==> src/rtl/alu_issue_pkg.sv <==
// Shared definitions for the ALU issue path: opcode classes,
// tag sizing and the payload carried from decoder to the RS.
package alu_issue_pkg;

    localparam int TAG_W = 5;
    localparam logic [TAG_W-1:0] NO_TAG = '0;

    localparam logic [6:0] OPC_LUI    = 7'b0110111;
    localparam logic [6:0] OPC_AUIPC  = 7'b0010111;
    localparam logic [6:0] OPC_OP_IMM = 7'b0010011;
    localparam logic [6:0] OPC_OP     = 7'b0110011;

    typedef struct packed {
        logic [10:0] opcode;
        logic [31:0] pc;
        logic [4:0]  rs1;
        logic [4:0]  rs2;
        logic [31:0] imm;
    } issue_pkt_t;

    localparam int PKT_W = $bits(issue_pkt_t);

    function automatic logic is_alu_op(input logic [6:0] op);
        return op inside {OPC_LUI, OPC_AUIPC, OPC_OP_IMM, OPC_OP};
    endfunction

endpackage

==> src/rtl/alu_issue_fifo.sv <==
// Decoder-side circular buffer; pointers carry one extra wrap bit
// so full and empty are distinguishable without a counter.
module issue_fifo
    import alu_issue_pkg::*;
#(
    parameter int DEPTH = 4
) (
    input  logic       clk,
    input  logic       rst,
    input  logic       en,
    input  logic       clr,
    input  logic       push,
    input  logic       pop,
    input  issue_pkt_t din,
    output issue_pkt_t dout,
    output logic       full,
    output logic       empty
);

    localparam int AW = $clog2(DEPTH);
    localparam logic [AW:0] PTR_ONE = (AW + 1)'(1);

    issue_pkt_t mem [DEPTH];
    logic [AW:0] wr_ptr;
    logic [AW:0] rd_ptr;
    logic        do_push;
    logic        do_pop;

    assign empty = wr_ptr == rd_ptr;
    assign full  = (wr_ptr[AW] != rd_ptr[AW]) &&
                   (wr_ptr[AW-1:0] == rd_ptr[AW-1:0]);
    assign dout  = mem[rd_ptr[AW-1:0]];

    // A push into a full buffer is legal only alongside a pop.
    assign do_push = en && !clr && push && (!full || pop);
    assign do_pop  = en && !clr && pop && !empty;

    always_ff @(posedge clk) begin
        if (rst) begin
            wr_ptr <= '0;
            rd_ptr <= '0;
        end else if (en && clr) begin
            wr_ptr <= '0;
            rd_ptr <= '0;
        end else begin
            if (do_push) wr_ptr <= wr_ptr + PTR_ONE;
            if (do_pop)  rd_ptr <= rd_ptr + PTR_ONE;
        end
    end

    always_ff @(posedge clk) begin
        if (do_push) mem[wr_ptr[AW-1:0]] <= din;
    end

endmodule

==> src/rtl/alu_issue.sv <==
// ALU issue transmitter: buffers decoded ops, allocates ROB tags and
// drives the RS input while tracking RS and ROB occupancy locally.
module alu_issue
    import alu_issue_pkg::*;
#(
    parameter int RS_SIZE    = 10,
    parameter int ROB_SIZE   = 16,
    parameter int FIFO_DEPTH = 4
) (
    input  logic             clk_in,
    input  logic             rst_in,
    input  logic             rdy_in,
    input  logic             flush,
    input  logic             dec_valid,
    output logic             dec_ready,
    input  logic [10:0]      dec_opcode,
    input  logic [31:0]      dec_pc,
    input  logic [4:0]       dec_rs1,
    input  logic [4:0]       dec_rs2,
    input  logic [31:0]      dec_imm,
    input  logic             rs_exec,
    input  logic             rob_commit,
    output logic             to_rs_valid,
    output logic [TAG_W-1:0] to_rs_entry,
    output logic [10:0]      to_rs_opcode,
    output logic [31:0]      to_rs_pc,
    output logic [4:0]       to_rs_rs1,
    output logic [4:0]       to_rs_rs2,
    output logic [31:0]      to_rs_imm,
    output logic             bad_op
);

    localparam int CW = $clog2(RS_SIZE + 1);
    localparam int IW = $clog2(ROB_SIZE + 1);
    localparam logic [CW-1:0]    CRED_MAX  = CW'(RS_SIZE);
    localparam logic [IW-1:0]    INFL_MAX  = IW'(ROB_SIZE);
    localparam logic [TAG_W-1:0] TAG_MAX   = TAG_W'(ROB_SIZE);
    localparam logic [TAG_W-1:0] TAG_FIRST = TAG_W'(1);

    logic [CW-1:0]    credits;
    logic [IW-1:0]    inflight;
    logic [TAG_W-1:0] next_tag;

    logic       full;
    logic       empty;
    logic       issue;
    logic       alu_op;
    logic       take;
    logic       push;
    logic       bad_offer;
    logic       exec_ok;
    logic       commit_ok;
    issue_pkt_t din;
    issue_pkt_t head;

    assign din = '{
        opcode: dec_opcode,
        pc:     dec_pc,
        rs1:    dec_rs1,
        rs2:    dec_rs2,
        imm:    dec_imm
    };

    assign alu_op = is_alu_op(dec_opcode[6:0]);

    assign issue = rdy_in && !flush && !empty &&
                   (credits != '0) && (inflight < INFL_MAX);

    // Never looks at dec_valid, so the decoder may wait on it freely.
    assign dec_ready = rdy_in && (!full || issue);

    assign take      = rdy_in && !flush && dec_valid && dec_ready;
    assign push      = take && alu_op;
    assign bad_offer = take && !alu_op;

    assign exec_ok   = rs_exec && (credits < CRED_MAX);
    assign commit_ok = rob_commit && (inflight != '0);

    issue_fifo #(
        .DEPTH (FIFO_DEPTH)
    ) u_fifo (
        .clk   (clk_in),
        .rst   (rst_in),
        .en    (rdy_in),
        .clr   (flush),
        .push  (push),
        .pop   (issue),
        .din   (din),
        .dout  (head),
        .full  (full),
        .empty (empty)
    );

    always_ff @(posedge clk_in) begin
        if (rst_in) begin
            credits      <= CRED_MAX;
            inflight     <= '0;
            next_tag     <= TAG_FIRST;
            to_rs_valid  <= 1'b0;
            to_rs_entry  <= NO_TAG;
            to_rs_opcode <= '0;
            to_rs_pc     <= '0;
            to_rs_rs1    <= '0;
            to_rs_rs2    <= '0;
            to_rs_imm    <= '0;
            bad_op       <= 1'b0;
        end else if (!rdy_in) begin
            to_rs_valid <= 1'b0;
        end else if (flush) begin
            credits     <= CRED_MAX;
            inflight    <= '0;
            next_tag    <= TAG_FIRST;
            to_rs_valid <= 1'b0;
        end else begin
            to_rs_valid <= issue;
            credits     <= credits - CW'(issue) + CW'(exec_ok);
            inflight    <= inflight + IW'(issue) - IW'(commit_ok);
            if (issue) begin
                next_tag     <= (next_tag == TAG_MAX) ?
                                TAG_FIRST : next_tag + TAG_FIRST;
                to_rs_entry  <= next_tag;
                to_rs_opcode <= head.opcode;
                to_rs_pc     <= head.pc;
                to_rs_rs1    <= head.rs1;
                to_rs_rs2    <= head.rs2;
                to_rs_imm    <= head.imm;
            end
            if (bad_offer) bad_op <= 1'b1;
        end
    end

endmodule

==> config.mk <==
export PLATFORM = sky130hd
export DESIGN_NAME = alu_issue
export DESIGN_NICKNAME = d
export VERILOG_FILES = /design/src/rtl/alu_issue_pkg.sv /design/src/rtl/alu_issue_fifo.sv /design/src/rtl/alu_issue.sv
export SDC_FILE = /design/constraint.sdc
export NUM_CORES = 1
export LEC_CHECK = 0
export ABC_AREA = 1
export CAP_MARGIN = 20
export CORE_MARGIN = 5
export CORE_UTILIZATION = 50
export DETAILED_ROUTE_END_ITERATION = 12
export GPL_ROUTABILITY_DRIVEN = 0
export GPL_TIMING_DRIVEN = 0
export PLACE_DENSITY = 0.75
export SLEW_MARGIN = 20
export SYNTH_ARGS = -nofsm -noshare
export SYNTH_HDL_FRONTEND = slang
export SYNTH_SLANG_ARGS = --single-unit
==> constraint.sdc <==
create_clock -name clk_in -period 7.1 [get_ports clk_in]
set_clock_uncertainty 0.1 [all_clocks]
set_input_delay 1.775 -clock clk_in [delete_from_list [all_inputs] [get_ports clk_in]]
set_output_delay 1.775 -clock clk_in [all_outputs]
set_load 0.1 [all_outputs]
Run 1, the metal 3 layer:
Drawn at 1.5 px/micron.
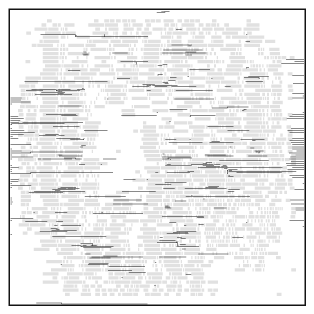
share of all routed wire	6.9%
nets with wire on the layer	208
wire length on this layer	2970 microns

Run 1, where the registers sit:
Drawn at 1.5 px/micron. Other sequential cells in the stronger gray, the rest of the logic in the fainter gray.
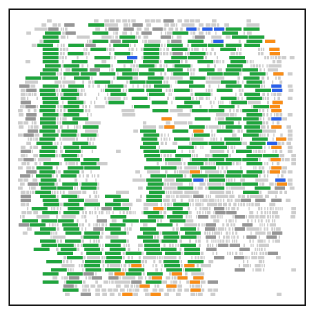
color	signal	flops
green	u_fifo.mem	340
orange	to_rs_pc	32
blue	to_rs_opcode	11

Run 1, routing congestion:
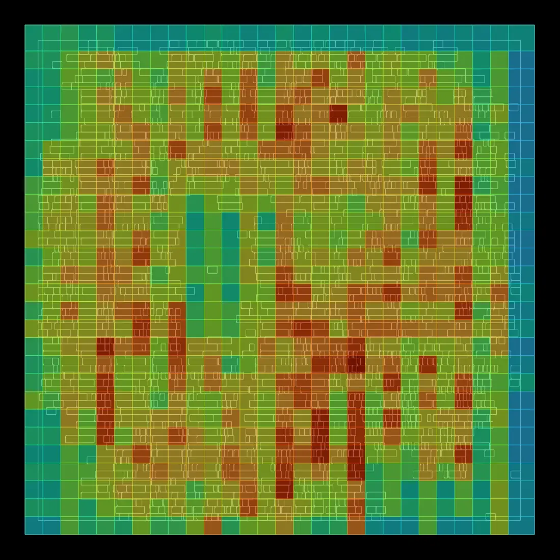
Wirelength per Cell: 19.8 microns
met2 Use GR: 36.7%
met1 usage: 29.4%
gr busiest metal: met2

run 1: power breakdown:
| group | switching (W) | total, W | internal (W) |
|---|---|---|---|
| logic | 0.0000882 | 0.000155 | 0.0000673 |
| clock network | 0.000953 | 0.00230 | 0.00135 |
| registers | 0.00000320 | 0.00284 | 0.00284 |
run 1: worst max-delay path: stages:
cell	delay, ps
clkdlybuf4s50_1	670
nand2_4	140
nor2_4	100
nand2_2	60
nand3_1	160
nand2_1	110
inv_1	70
clkdlybuf4s50_1	1120
==> job_summary.md, run 1 <==
### Yosys + OpenROAD results

| Metric | Value |
|---|---|
| Layout cell share with drive strength beyond 1 | 11.5% |
| WHS Endpoint | bad_op |
| Antenna cells | 2 |
| Setup violations, final | 0 |
| TritonCTS Buffers | 45 |
| Flip-flops with a built-in enable | 340 |
| RSZ-0062 raised after global routing | false |
| First-pass iteration count of the detailed router | 5 |
| Arrival @ worst endpoint | 4220 ps |
| Final worst path period need | 6090 ps |
| Routed vias | 12000 |
| H-tree Lvls | 2 |
| Vias per Instance | 5.52 |
| Top cells, area | edfxtp_1 59%, dfxtp_1 13%, o21ai_0 7.6% |
| Final hold violation count | 0 |
| Worst slew pin tran | 1080 ps |
| P_leak | 7.36 nW |
| Seq. cell area | 12500 sq um |
| Hold path cells | 2 |
| Worst rel slew slack | 27.8% |
| Layout non-clock buf frac | 12.6% |
| Filler cells | 2592 |
| Dominant logic cell types in the final layout | 340 x edfxtp_1, 283 x nor2_1, 265 x o21ai_0 |
| OpenROAD warnings | 33 |
| Die y size | 196 microns |
| Top class by area | registers |
| Post-DP HPWL | 27700 microns |
| Iter 0 DRT Violations | 1254 |
| GRT Util Overall | 21.7% |
| AND-OR/OR-AND Cells, Area Fraction | 11.6% |
| Status | finished, final reports clean |
| WL met3 | 2970 microns |
| Max reg flops | 340 |
| Die W | 196 microns |
| Net count after synthesis | 1536 |
| Unique cell types | 35 |
| Reg clk slew, reported paths | 60 ps |
| DP Worst Slack | 1020 ps |
| Ys async rst share | 0% |
| Initial antenna violation count | 4 |
| Critical Path End | dec_ready |
| Worst vdd ir | 0.234 mV |
| CTS tree | yes |
| Resize count post-CTS | 0 |
| Logic family by area | AND-OR/OR-AND gates |
| Ys cells | 1424 |
| Setup bufs post-CTS | 0 |
| Non-CTS buffers | 287 |
| Worst Setup SP | rdy_in |
| Metal-1 WL | 17500 microns |
| Pin count of the biggest net entering global routing | 25 |
| Max-cap viol count | 0 |
| Chip area in the Yosys report | 17400 sq um |
| Remaining DRCs | 0 |
| Synth Register Bits | 452 |
| Final Cell Area | 21600 sq um |
| Top-count cell post-synth | edfxtp_1 |
| Register share after synthesis | 71.7% |
| Root Buffer | clkbuf_16 |
| FF-to-FF path depth | 19 |
| Die area | 38500 sq um |
| Global route overflow | 0 |
| PnR worst setup slack | 1010 ps |
| Placement Rows | 68 |
| Placed insts | 2079 |
| Met2 WL | 21400 microns |
| Core Area | 34400 sq um |
| Crit path DRT | 5220 ps |
| Non-Filler Instances | 2165 |
| Clk sink count | 452 |
| Max clock buf depth | 3 |
| Sequential cell area share | 57.5% |
| Logic share of the area | 19.8% |
| Setup TNS | 0 ps |
| Type of origin of the critical path | primary input |
| IO Pins | 185 |
| XORs/XNORs by Area | 0.303% |
| Net count, final | 1783 |
Run 1, metal layers overlaid:
Drawn at 1.5 px/micron.
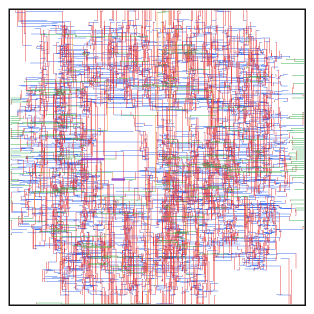

==> run 1 -> run 2 <==
ABC_AREA = default   (was 1)
Run 2, metal layers overlaid:
Drawn at 1.5 px/micron.
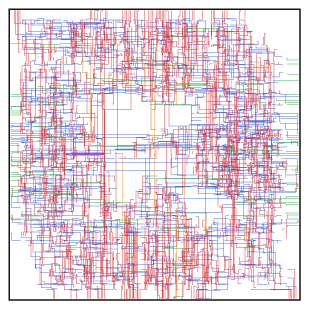
color	layer	wire length
blue	metal 1	14600 microns
red	metal 2	17500 microns
purple	metal 5	20.2 microns
green	metal 3	1960 microns
orange	metal 4	684 microns

Run 2, clock wires, drivers and flops:
Drawn at 2 px/micron.
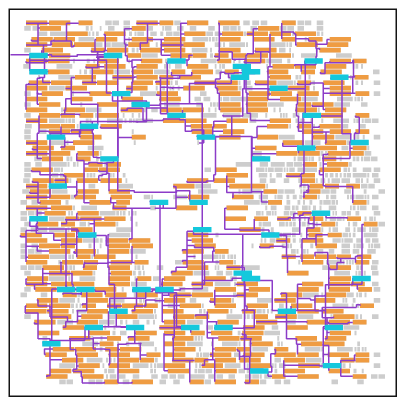
[orange] flip-flops | count: 452
[cyan] clock drivers | count: 46
[purple] clock wires | length: 4970 microns
routed clock nets	47

Run 2, the metal 3 layer:
Drawn at 1.5 px/micron.
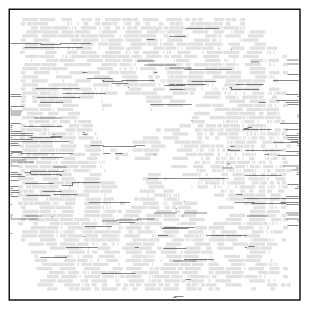
main direction	horizontal
share of all routed wire	5.6%

==> run 2 against run 1 <==
First-iteration DRC count down 49%. Hold slack got worse by 32 ps. Non-clock buffer count shrank 46. Area after synthesis is 3.8% lower. Via count is 24% lower. Register-to-register slack got worse by 680 ps. Design area fell by 4.4%. Sequential share of layout area rose by 2.6 points. Critical path depth decreased by 3.
==> job_summary.md, run 2 <==
### Yosys + OpenROAD results

| Metric | Value |
|---|---|
| OpenROAD warnings | 33 |
| H-tree Lvls | 2 |
| Flip-flops with a built-in enable | 340 |
| IO Pins | 185 |
| Arrival @ worst endpoint | 4460 ps |
| XORs/XNORs by Area | 0.787% |
| WL met3 | 1960 microns |
| Vias per Instance | 5.28 |
| Status | finished, final reports clean |
| First-pass iteration count of the detailed router | 4 |
| Top-count cell post-synth | edfxtp_1 |
| Chip area in the Yosys report | 16700 sq um |
| Crit path DRT | 5220 ps |
| Setup TNS | 0 ps |
| Non-Filler Instances | 1725 |
| Placed insts | 1641 |
| Net count, final | 1353 |
| Metal-1 WL | 14600 microns |
| Placement Rows | 67 |
| Critical Path End | dec_ready |
| Logic family by area | multiplexers |
| Sequential cell area share | 60.2% |
| Comb power frac | 2.4% |
| Clk sink count | 452 |
| Resize count post-CTS | 0 |
| Max clock buf depth | 3 |
| P_leak | 6.55 nW |
| Top class by area | registers |
| Met2 WL | 17500 microns |
| PnR worst setup slack | 764 ps |
| Die y size | 193 microns |
| DP Worst Slack | 787 ps |
| Worst slew pin tran | 1050 ps |
| Final Cell Area | 20700 sq um |
| Synth Register Bits | 452 |
| Worst rel slew slack | 29.9% |
| Worst vdd ir | 0.193 mV |
| Crit-path slowest cell | clkdlybuf4s50_1 |
| Sequential group share of total power | 54.0% |
| Post-DP HPWL | 22100 microns |
| Core Area | 33300 sq um |
| Logic power comb | 0.000126 W |
| Iter 0 DRT Violations | 635 |
| RSZ-0062 raised after global routing | false |
| Worst Setup SP | rdy_in |
| Met1 usage | 26.1% |
| Critical path buffers and inverters | 2 |
| Die area | 37200 sq um |
| Max reg flops | 340 |
| Sw frac | 19.1% |
| Main power group | registers |
| Setup bufs post-CTS | 0 |
| Logic share of the area | 19.2% |
| TritonCTS Buffers | 46 |
| FF-to-FF path depth | 16 |
| Final worst path period need | 6340 ps |
| Layout cell share with drive strength beyond 1 | 13.6% |
| Root Buffer | clkbuf_16 |
| Power share of the clock group | 43.6% |
| Gr busiest metal | met2 |
| Final hold violation count | 0 |
| Non-CTS buffers | 241 |
| Pin count of the biggest net entering global routing | 55 |
| Remaining DRCs | 0 |
| Dominant logic cell types in the final layout | 340 x edfxtp_1, 198 x nand2_1, 184 x clkdlybuf4s50_1 |
| Ys async rst share | 0% |
| Global route overflow | 0 |
| Max-cap viol count | 0 |
| Seq. cell area | 12500 sq um |
| Most used cell, CP | clkdlybuf4s50_1 |
==> run 2: cell types whose count changed after synthesis, sizes merged, moves of 6 or more <==
cell	before	now
xnor2	2	9
inv	37	20
o22ai	86	1
buf	23	17
mux4	0	85
nor2	369	14
nand2	56	198
clkbuf	64	35
o21ai	266	1
a21oi	21	99
==> run 2: how the worst min path moves through the flow <==
stage | startpoint | endpoint | slack [ps] | depth (start not counted)
final | bad_op | bad_op | 340 | 2
after global routing | bad_op | bad_op | 370 | 2
after CTS | bad_op | bad_op | 350 | 2
after detailed placement | bad_op | bad_op | 340 | 2
after global placement | to_rs_pc[20] | to_rs_pc[20] | 340 | 2
after floorplan | next_tag[4] | to_rs_entry[4] | 360 | 2
Run 2, routing congestion:
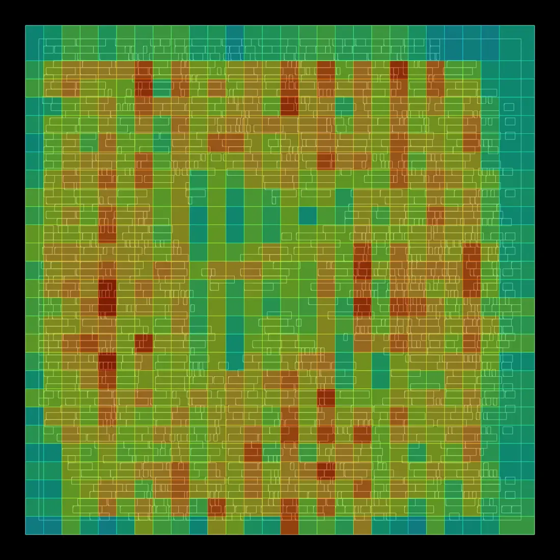

==> run 2 -> run 3 <==
GPL_TIMING_DRIVEN = 1   (was 0)
Run 3, routing congestion:
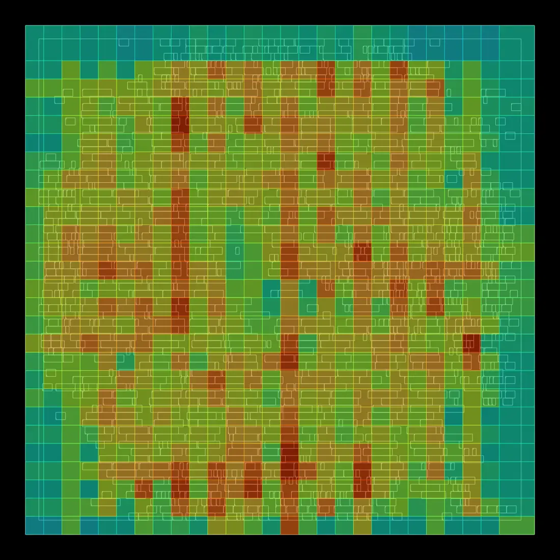
met1 usage: 26.1%
Core Util, Final: 61.6%
Wirelength per Cell: 20.1 microns
GR met3 Demand/Resource: 3.40%
GRT Util Overall: 18.4%

Run 3, where the registers sit:
Drawn at 1.5 px/micron. Other sequential cells in the stronger gray, the rest of the logic in the fainter gray.
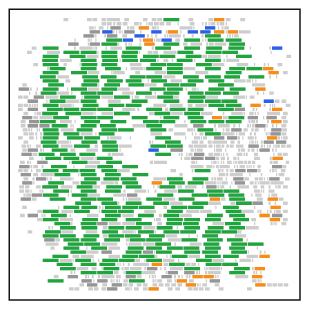
color	signal	flops
orange	to_rs_pc	32
green	u_fifo.mem	340
blue	to_rs_opcode	11
not colored	69

Run 3, metal layers overlaid:
Drawn at 1.5 px/micron.
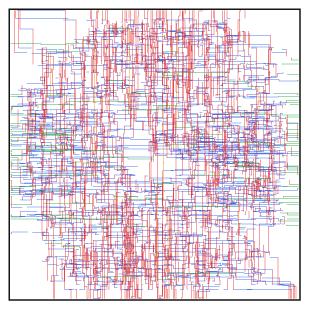
color	layer	wire length
blue	metal 1	14600 microns
red	metal 2	16800 microns
green	metal 3	1910 microns
orange	metal 4	505 microns

==> run 3 against run 2 <==
Combinational power barely moved. Area after synthesis did not move. Design area fell by 0.89%. Critical path depth did not move. Synthesized cell count did not move. Core utilization fell by 0.56 points. Clock-buffer cell count fell by 3. Critical path type unchanged. Highest routed layer is now met4.
==> job_summary.md, run 3 <==
### Yosys + OpenROAD results

| Metric | Value |
|---|---|
| Status | finished, final reports clean |
| Worst Setup SP | rdy_in |
| Top cells, area | edfxtp_1 61%, dfxtp_1 13%, mux4_2 11% |
| Final worst path period need | 5460 ps |
| Clk pwr | 0.00230 W |
| Dominant logic cell types in the final layout | 340 x edfxtp_1, 197 x nand2_1, 182 x clkdlybuf4s50_1 |
| CTS tree | yes |
| Layout non-clock buf frac | 9.61% |
| Comb power frac | 2.4% |
| Final hold violation count | 0 |
| Synth Register Bits | 452 |
| Adder-Cell Fraction of Synth Area | 1.59% |
| Global route overflow | 0 |
| Worst vdd ir | 0.170 mV |
| FF-to-FF path depth | 10 |
| Worst rel slew slack | 30.7% |
| Register share after synthesis | 74.6% |
| Root Buffer | clkbuf_16 |
| Clk sink count | 452 |
| AND-OR/OR-AND Cells, Area Fraction | 3.60% |
| Filler cells | 2419 |
| Max reg flops | 340 |
| Peak per-stage delay on the critical path | 600 ps |
| Reg clk slew, reported paths | 60 ps |
| XORs/XNORs by Area | 0.787% |
| Die y size | 193 microns |
| DP Worst Slack | 1560 ps |
| Initial antenna violation count | 0 |
| Layout cell share with drive strength beyond 1 | 14.2% |
| Setup bufs post-CTS | 0 |
| Sw power | 0.00100 W |
| Top-count cell post-synth | edfxtp_1 |
| Critical Path End | dec_ready |
| Non-CTS buffers | 198 |
| Critical path buffers and inverters | 2 |
| Chip area in the Yosys report | 16700 sq um |
| Ys async rst share | 0% |
| Crit path max-delay family | buffers and inverters |
| Logic share of the area | 19.4% |
| Final period util | 76.9% |
| Power share of the clock group | 43.7% |
| P_seq | 0.00284 W |
| TritonCTS Buffers | 46 |
| Remaining DRCs | 0 |
| Placed insts | 1597 |
| PnR worst setup slack | 1640 ps |
| P_leak | 6.49 nW |
| Non-Filler Instances | 1684 |
| Logic power comb | 0.000125 W |
| Max-cap viol count | 0 |
| Unique cell types | 42 |
| WHS Endpoint | bad_op |
| Worst slew pin tran | 1040 ps |
| Synthesis warning total | 0 |
| Ys cells | 1004 |
| Flip-flops with a built-in enable | 340 |
| Hold Startpoint | bad_op |
| Area leader, netlist | edfxtp_1 |
| Resize count post-CTS | 0 |
| Die W | 193 microns |
| Die area | 37200 sq um |
| Top class by area | registers |
| Logic family by area | multiplexers |
| Post-DP HPWL | 20500 microns |
| Core Area | 33300 sq um |
| Commonest cells in the netlist | 340 x edfxtp_1, 198 x nand2_1, 112 x dfxtp_1, 99 x a21oi_1, 85 x mux4_2 |
| Number of non-clock inverters in the layout | 20 |
| Antenna cells | 0 |
| Final Cell Area | 20500 sq um |
| Iter 0 DRT Violations | 631 |
| H-tree Lvls | 2 |
| Max clock buf depth | 3 |
| IO Pins | 185 |
| Main power group | registers |
| Placement Rows | 67 |
| Sequential cell area share | 60.8% |
| Hold path cells | 2 |
| RSZ-0062 raised after global routing | false |
| First-pass iteration count of the detailed router | 5 |
| Setup TNS | 0 ps |
| OpenROAD warnings | 35 |
| Seq. cell area | 12500 sq um |
| Setup violations, final | 0 |
| Crit-path slowest cell | clkdlybuf4s50_1 |
| Vias per Instance | 5.36 |
| Sw frac | 19.0% |
-- run 3: cell count changes in the layout (fill, tap and decap cells not counted), moves of 2 or more --
cell / change
dfxtp_4: +2
clkinv_1: +4
inv_6: -2
buf_2: -10
buf_16: -2
clkbuf_8: -2
clkbuf_1: -36
clkdlybuf4s50_1: -2
buf_6: +2
buf_12: -2
dfxtp_1: -2
buf_1: -4
buf_4: +10
-- run 3: layer usage --
| layer | part of all wire (%) | track usage, % | up-vias |
|---|---|---|---|
| met2 | 50 | 30.5 | 224 |
| met3 | 5.6 | 3.40 | 40 |
| met1 | 43 | 26.1 | 4605 |
| li1 | - | - | 4157 |
| met4 | 1.5 | 3.73 | 0 |
| met5 | 0 | 0 | - |
No activity file was given, so power comes from the tool's default toggle rates.
